==> images/met3.png <==
Bar = 20 um.
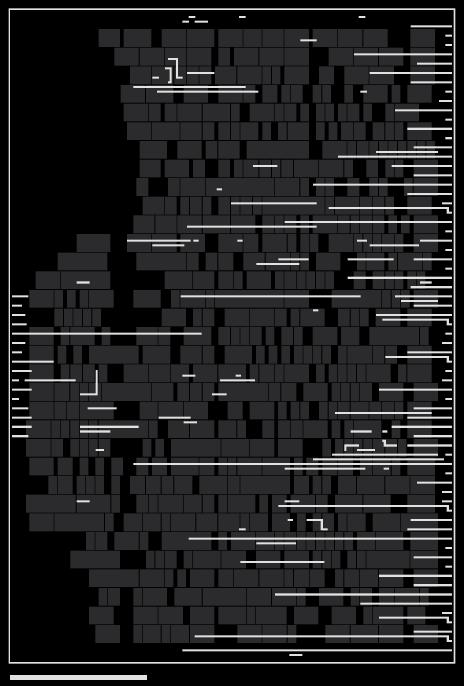
==> images/final_congestion.png <==
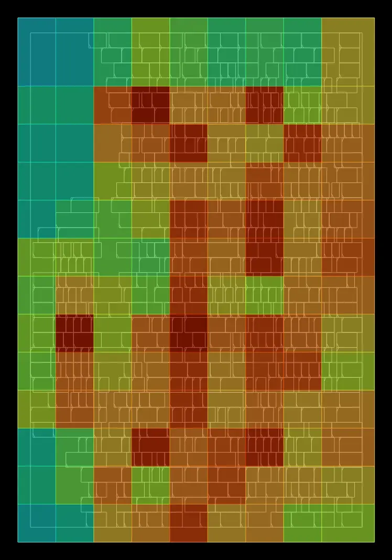
## src/rtl/pdp8_pkg.sv

```systemverilog
// rtl/pdp8_pkg.sv - shared codes for the PDP-8 IOT bus controller
package pdp8_pkg;

    // CPU major states
    localparam logic [3:0] F0 = 4'd0;
    localparam logic [3:0] F1 = 4'd1;
    localparam logic [3:0] F2 = 4'd2;
    localparam logic [3:0] F3 = 4'd3;

    // Interrupt-enable system states
    typedef enum logic [1:0] {
        IE_OFF  = 2'd0,
        IE_PEND = 2'd1,
        IE_ON   = 2'd2
    } ie_state_t;

    // Own IOT function codes (mb[2:0]) and device code
    localparam logic [2:0] IOT_SKON = 3'o0;
    localparam logic [2:0] IOT_ION  = 3'o1;
    localparam logic [2:0] IOT_IOF  = 3'o2;
    localparam logic [5:0] DEV_CPU  = 6'o00;

endpackage

```

## src/rtl/pdp8_prio_enc.sv

```systemverilog
// rtl/pdp8_prio_enc.sv - lowest-index priority encoder (slot 0 wins)
module pdp8_prio_enc #(
    parameter int NDEV = 8,
    parameter int IDXW = 3
) (
    input  logic [NDEV-1:0] i_req,
    output logic [NDEV-1:0] o_onehot,
    output logic [IDXW-1:0] o_idx,
    output logic            o_any
);

    // Scan from the top down so the lowest set bit is the last one written
    always_comb begin
        o_idx = '0;
        for (int i = NDEV - 1; i >= 0; i--) begin
            if (i_req[i]) begin
                o_idx = IDXW'(i);
            end
        end
        o_onehot = i_req & (~i_req + NDEV'(1));
        o_any    = |i_req;
    end

endmodule

```

## src/rtl/pdp8_io_ctl.sv

```systemverilog
// rtl/pdp8_io_ctl.sv - IOT bus merge, interrupt-enable system and interrupt request
module pdp8_io_ctl
    import pdp8_pkg::*;
#(
    parameter int NDEV = 8,
    parameter int IDXW = 3
) (
    input  logic               i_clk,
    input  logic               i_reset,
    input  logic               i_iot,
    input  logic [3:0]         i_state,
    input  logic [11:0]        i_mb,
    input  logic [5:0]         i_io_select,
    input  logic               i_int_ack,
    input  logic [NDEV-1:0]    i_dev_selected,
    input  logic [NDEV-1:0]    i_dev_skip,
    input  logic [NDEV-1:0]    i_dev_interrupt,
    input  logic [NDEV*12-1:0] i_dev_data,
    output logic               o_io_selected,
    output logic               o_io_skip,
    output logic [11:0]        o_io_data_in,
    output logic               o_io_skip_q,
    output logic               o_interrupt_req,
    output logic [IDXW-1:0]    o_int_src,
    output logic               o_int_en,
    output logic               o_bus_err
);

    ie_state_t          r_ie;
    ie_state_t          w_ie_next;
    logic               r_int_req;
    logic [IDXW-1:0]    r_int_src;
    logic               r_src_frozen;
    logic               r_skip_q;
    logic               r_bus_err;

    logic               w_f1_iot;
    logic               w_own_iot;
    logic               w_skon;
    logic               w_ion;
    logic               w_iof;
    logic               w_own_skip;
    logic               w_int_en;
    logic               w_multi_sel;
    logic [11:0]        w_data;

    logic [NDEV-1:0]    w_sel_onehot;
    logic [IDXW-1:0]    w_int_idx;
    logic               w_int_any;
    logic [NDEV-1:0]    w_unused_int_onehot;
    logic [IDXW-1:0]    w_unused_sel_idx;
    logic               w_unused_sel_any;
    logic [8:0]         w_unused_mb;

    // mb[8:3] arrives separately as io_select; the upper opcode bits are implied by iot
    assign w_unused_mb = i_mb[11:3];

    pdp8_prio_enc #(.NDEV(NDEV), .IDXW(IDXW)) u_int_enc (
        .i_req    (i_dev_interrupt),
        .o_onehot (w_unused_int_onehot),
        .o_idx    (w_int_idx),
        .o_any    (w_int_any)
    );

    pdp8_prio_enc #(.NDEV(NDEV), .IDXW(IDXW)) u_sel_enc (
        .i_req    (i_dev_selected),
        .o_onehot (w_sel_onehot),
        .o_idx    (w_unused_sel_idx),
        .o_any    (w_unused_sel_any)
    );

    assign w_f1_iot    = (i_state == F1) && i_iot;
    assign w_own_iot   = w_f1_iot && (i_io_select == DEV_CPU);
    assign w_skon      = w_own_iot && (i_mb[2:0] == IOT_SKON);
    assign w_ion       = w_own_iot && (i_mb[2:0] == IOT_ION);
    assign w_iof       = w_own_iot && (i_mb[2:0] == IOT_IOF);
    assign w_int_en    = (r_ie == IE_ON);
    assign w_own_skip  = w_skon && w_int_en;
    assign w_multi_sel = (i_dev_selected & (i_dev_selected - NDEV'(1))) != '0;

    // Data mux: the lowest selected slot drives the bus even under contention
    always_comb begin
        w_data = '0;
        for (int i = 0; i < NDEV; i++) begin
            if (w_sel_onehot[i]) begin
                w_data = i_dev_data[12*i +: 12];
            end
        end
    end

    // CPU-facing bus outputs, only meaningful during the IOT's F1 cycle
    always_comb begin
        o_io_selected = w_f1_iot && ((|i_dev_selected) || (i_io_select == DEV_CPU));
        o_io_skip     = w_f1_iot && ((|(i_dev_skip & i_dev_selected)) || w_own_skip);
        o_io_data_in  = w_f1_iot ? w_data : 12'o0000;
    end

    // IE next state: ack/IOF/SKON always disable; ION arms; the next F0 enables
    always_comb begin
        w_ie_next = r_ie;
        if (i_int_ack || w_iof || w_skon) begin
            w_ie_next = IE_OFF;
        end else begin
            case (r_ie)
                IE_OFF:  if (w_ion) w_ie_next = IE_PEND;
                IE_PEND: if (i_state == F0) w_ie_next = IE_ON;
                IE_ON:   w_ie_next = IE_ON;
                default: w_ie_next = IE_OFF;
            endcase
        end
    end

    // IE state register
    always_ff @(posedge i_clk) begin
        if (i_reset) begin
            r_ie <= IE_OFF;
        end else begin
            r_ie <= w_ie_next;
        end
    end

    // Interrupt request/source, registered skip and sticky contention flag
    always_ff @(posedge i_clk) begin
        if (i_reset) begin
            r_int_req    <= 1'b0;
            r_int_src    <= '0;
            r_src_frozen <= 1'b0;
            r_skip_q     <= 1'b0;
            r_bus_err    <= 1'b0;
        end else begin
            // Requiring the next IE state too keeps a same-cycle IOF/SKON from leaking a request
            r_int_req <= w_int_en && (w_ie_next == IE_ON) && w_int_any;
            if (i_int_ack) begin
                r_src_frozen <= 1'b1;
            end else if (w_int_en) begin
                r_src_frozen <= 1'b0;
            end
            if (!i_int_ack && (!r_src_frozen || w_int_en)) begin
                r_int_src <= w_int_idx;
            end
            if (i_state == F1) begin
                r_skip_q <= o_io_skip;
            end
            if (w_f1_iot && w_multi_sel) begin
                r_bus_err <= 1'b1;
            end
        end
    end

    assign o_io_skip_q     = r_skip_q;
    assign o_interrupt_req = r_int_req;
    assign o_int_src       = r_int_src;
    assign o_int_en        = w_int_en;
    assign o_bus_err       = r_bus_err;

endmodule

```

## config.mk

```make
export PLATFORM = sky130hd
export DESIGN_NAME = pdp8_io_ctl
export DESIGN_NICKNAME = d
export VERILOG_FILES = /design/src/rtl/pdp8_pkg.sv /design/src/rtl/pdp8_prio_enc.sv /design/src/rtl/pdp8_io_ctl.sv
export SDC_FILE = /design/constraint.sdc
export NUM_CORES = 1
export LEC_CHECK = 0
export ABC_AREA = 1
export CAP_MARGIN = 20
export CORE_ASPECT_RATIO = 1.5
export CORE_MARGIN = 2
export CORE_UTILIZATION = 33
export DETAILED_ROUTE_END_ITERATION = 10
export MAX_ROUTING_LAYER = met4
export PLACE_DENSITY = 0.83
export SYNTH_ARGS = -nofsm -noshare
export SYNTH_HDL_FRONTEND = slang
export SYNTH_HIERARCHICAL = 1
export SYNTH_SLANG_ARGS = --single-unit
```

## constraint.sdc

```tcl
create_clock -name i_clk -period 3.2 [get_ports i_clk]
set_input_delay 0.96 -clock i_clk [delete_from_list [all_inputs] [get_ports i_clk]]
set_output_delay 0.96 -clock i_clk [all_outputs]
set_load 0.02 [all_outputs]
```

==> flow_summary.ini <==
; flow metrics
[run_status]
run_status = finished with violations
violations = setup timing

[timing]
f_max_mhz = 308.8
worst-slew-pin-transition_ps = 234.0
timing.final.hold_violations = 0
totalNegativeSetupSlack_ps = -140.4
slew-limit-headroom_pct = 84.28
final.setup.worst_slack_ps = -38.79
report.final.setup_viol = 7

[power]
static_leakage_power_nw = 1.855
comb_power_share_pct = 60.5
cellInternalPower_uw = 430.7
power_after_layout_uw = 640.3
netSwitchingFraction_pct = 32.75
highest_ir_drop_seen_on_vdd_v = 0.0002705
power-per-cell-area_nw_per_um2 = 156.7

[critical_path]
timing.critical_path.slowest_stage_cell = sky130_fd_sc_hd__nor2_4
critPathRequiredTime_ps = 2240
timing.critical_path.arrival_ps = 2280
critical_path.cell_chain = buf_8 > nor2_4 > nand3_4 > buf_6 > nor2_4 > clkbuf_16 > a21oi_1 > nand2_1 > nand2_1 > a21oi_2 > buf_4
crit_buf_inv = 4
worst_path_dominant_cell_family = buffers and inverters

[yosys]
post_synth_inst_count = 375
syn_nets = 521
yosys_warnings = 6

[flow_run]
log.warning_count = 37
max-cap-violations = 0

[final_layout]
comb_share_pct = 36.88
final_cell_area_um2 = 4088
nFlopsAndLatches = 9

[die]
design.portCount = 167
floorplan_die_width_um = 64.81
initCoreUtil_pct = 33.84

[clocking]
cts_num_sinks = 9
ctsHtreeMaxLevel = 1
worst_setup_hold_path_clk_slew_ps = 40
cts_tree = yes
cts_setup_buffers = 11
cts_hold_buf = 0

[place]
detailed_place.area_um2 = 3600
place_inst = 609
detailedPlacementHpwl_mm = 6.976
placement.setup.worst_slack_ps = -846.2

[global_route]
grt_util_all_layers_pct = 30.37
number_of_global_route_vias_before_repair = 3033
antenna_found_initial = 0
grt.met2_usage_pct = 54.38
grt_pass1_wl_mm = 14.30

[drt]
post_drt_via_cell_ratio = 5.097
drt_first_iter_violations = 234

[worst_hold_path]
min-delay-path-class = register to register
About met3.png:
nets with wire on the layer = 126
share of all routed wire = 9.8%
wire length on this layer = 949 um
main direction = horizontal

About final_congestion.png:
global-route track usage on met1: 30.16%
routed length per instance: 15.47 um
GR Layer Usage met3: 8.383%

## state kept, by name (all words and copies together), names as in the netlist
| name | count |
|---|---|
| o_int_src | 3 |
| r_ie | 2 |
| o_bus_err | 1 |
| o_interrupt_req | 1 |
| o_io_skip_q | 1 |
| r_src_frozen | 1 |
## cell usage in the layout (no fill, tap or decap), drive strengths merged, types with 3 or more instances in the layout
cell type      count
nand2            119
nand4              3
dfxtp              9
nand3             33
clkdlybuf4s50    134
nor2              65
a21oi             57
clkbuf             6
o21ai             16
inv               50
buf               56
## worst register-to-register path, cell delays in order, from the launching register on
cell                      delay [ps]
sky130_fd_sc_hd__dfxtp_1         340
sky130_fd_sc_hd__inv_2            60
sky130_fd_sc_hd__nor2_2          180
sky130_fd_sc_hd__inv_2            60
sky130_fd_sc_hd__nand2_1          60
sky130_fd_sc_hd__nand2_1         100
sky130_fd_sc_hd__o21ai_0         210
sky130_fd_sc_hd__nor2_1           60
## path summary, 6_finish.rpt
kind / from / to / slack [ps] / cells after the start
worst max register to register: r_ie[1]$_SDFF_PP0_ / o_int_src[0]$_SDFFE_PP0P_ / 2030 / 7
worst min-delay path: o_bus_err$_SDFFE_PP0P_ / o_bus_err$_SDFFE_PP0P_ / 460 / 2
worst max-delay path: i_dev_selected[3] / o_io_data_in[10] / -40 / 11
worst min register to register: o_bus_err$_SDFFE_PP0P_ / o_bus_err$_SDFFE_PP0P_ / 460 / 2
## power groups by stage
stage                     registers [mW]  clock network [mW]  logic (mW)
after floorplan                    0.125                   0       0.118
after global placement             0.121                   0       0.338
after detailed placement           0.121                   0       0.342
after CTS                          0.119               0.136       0.363
after global routing               0.119               0.140       0.419
final                              0.119               0.134       0.388
No activity file was given, so power comes from the tool's default toggle rates.
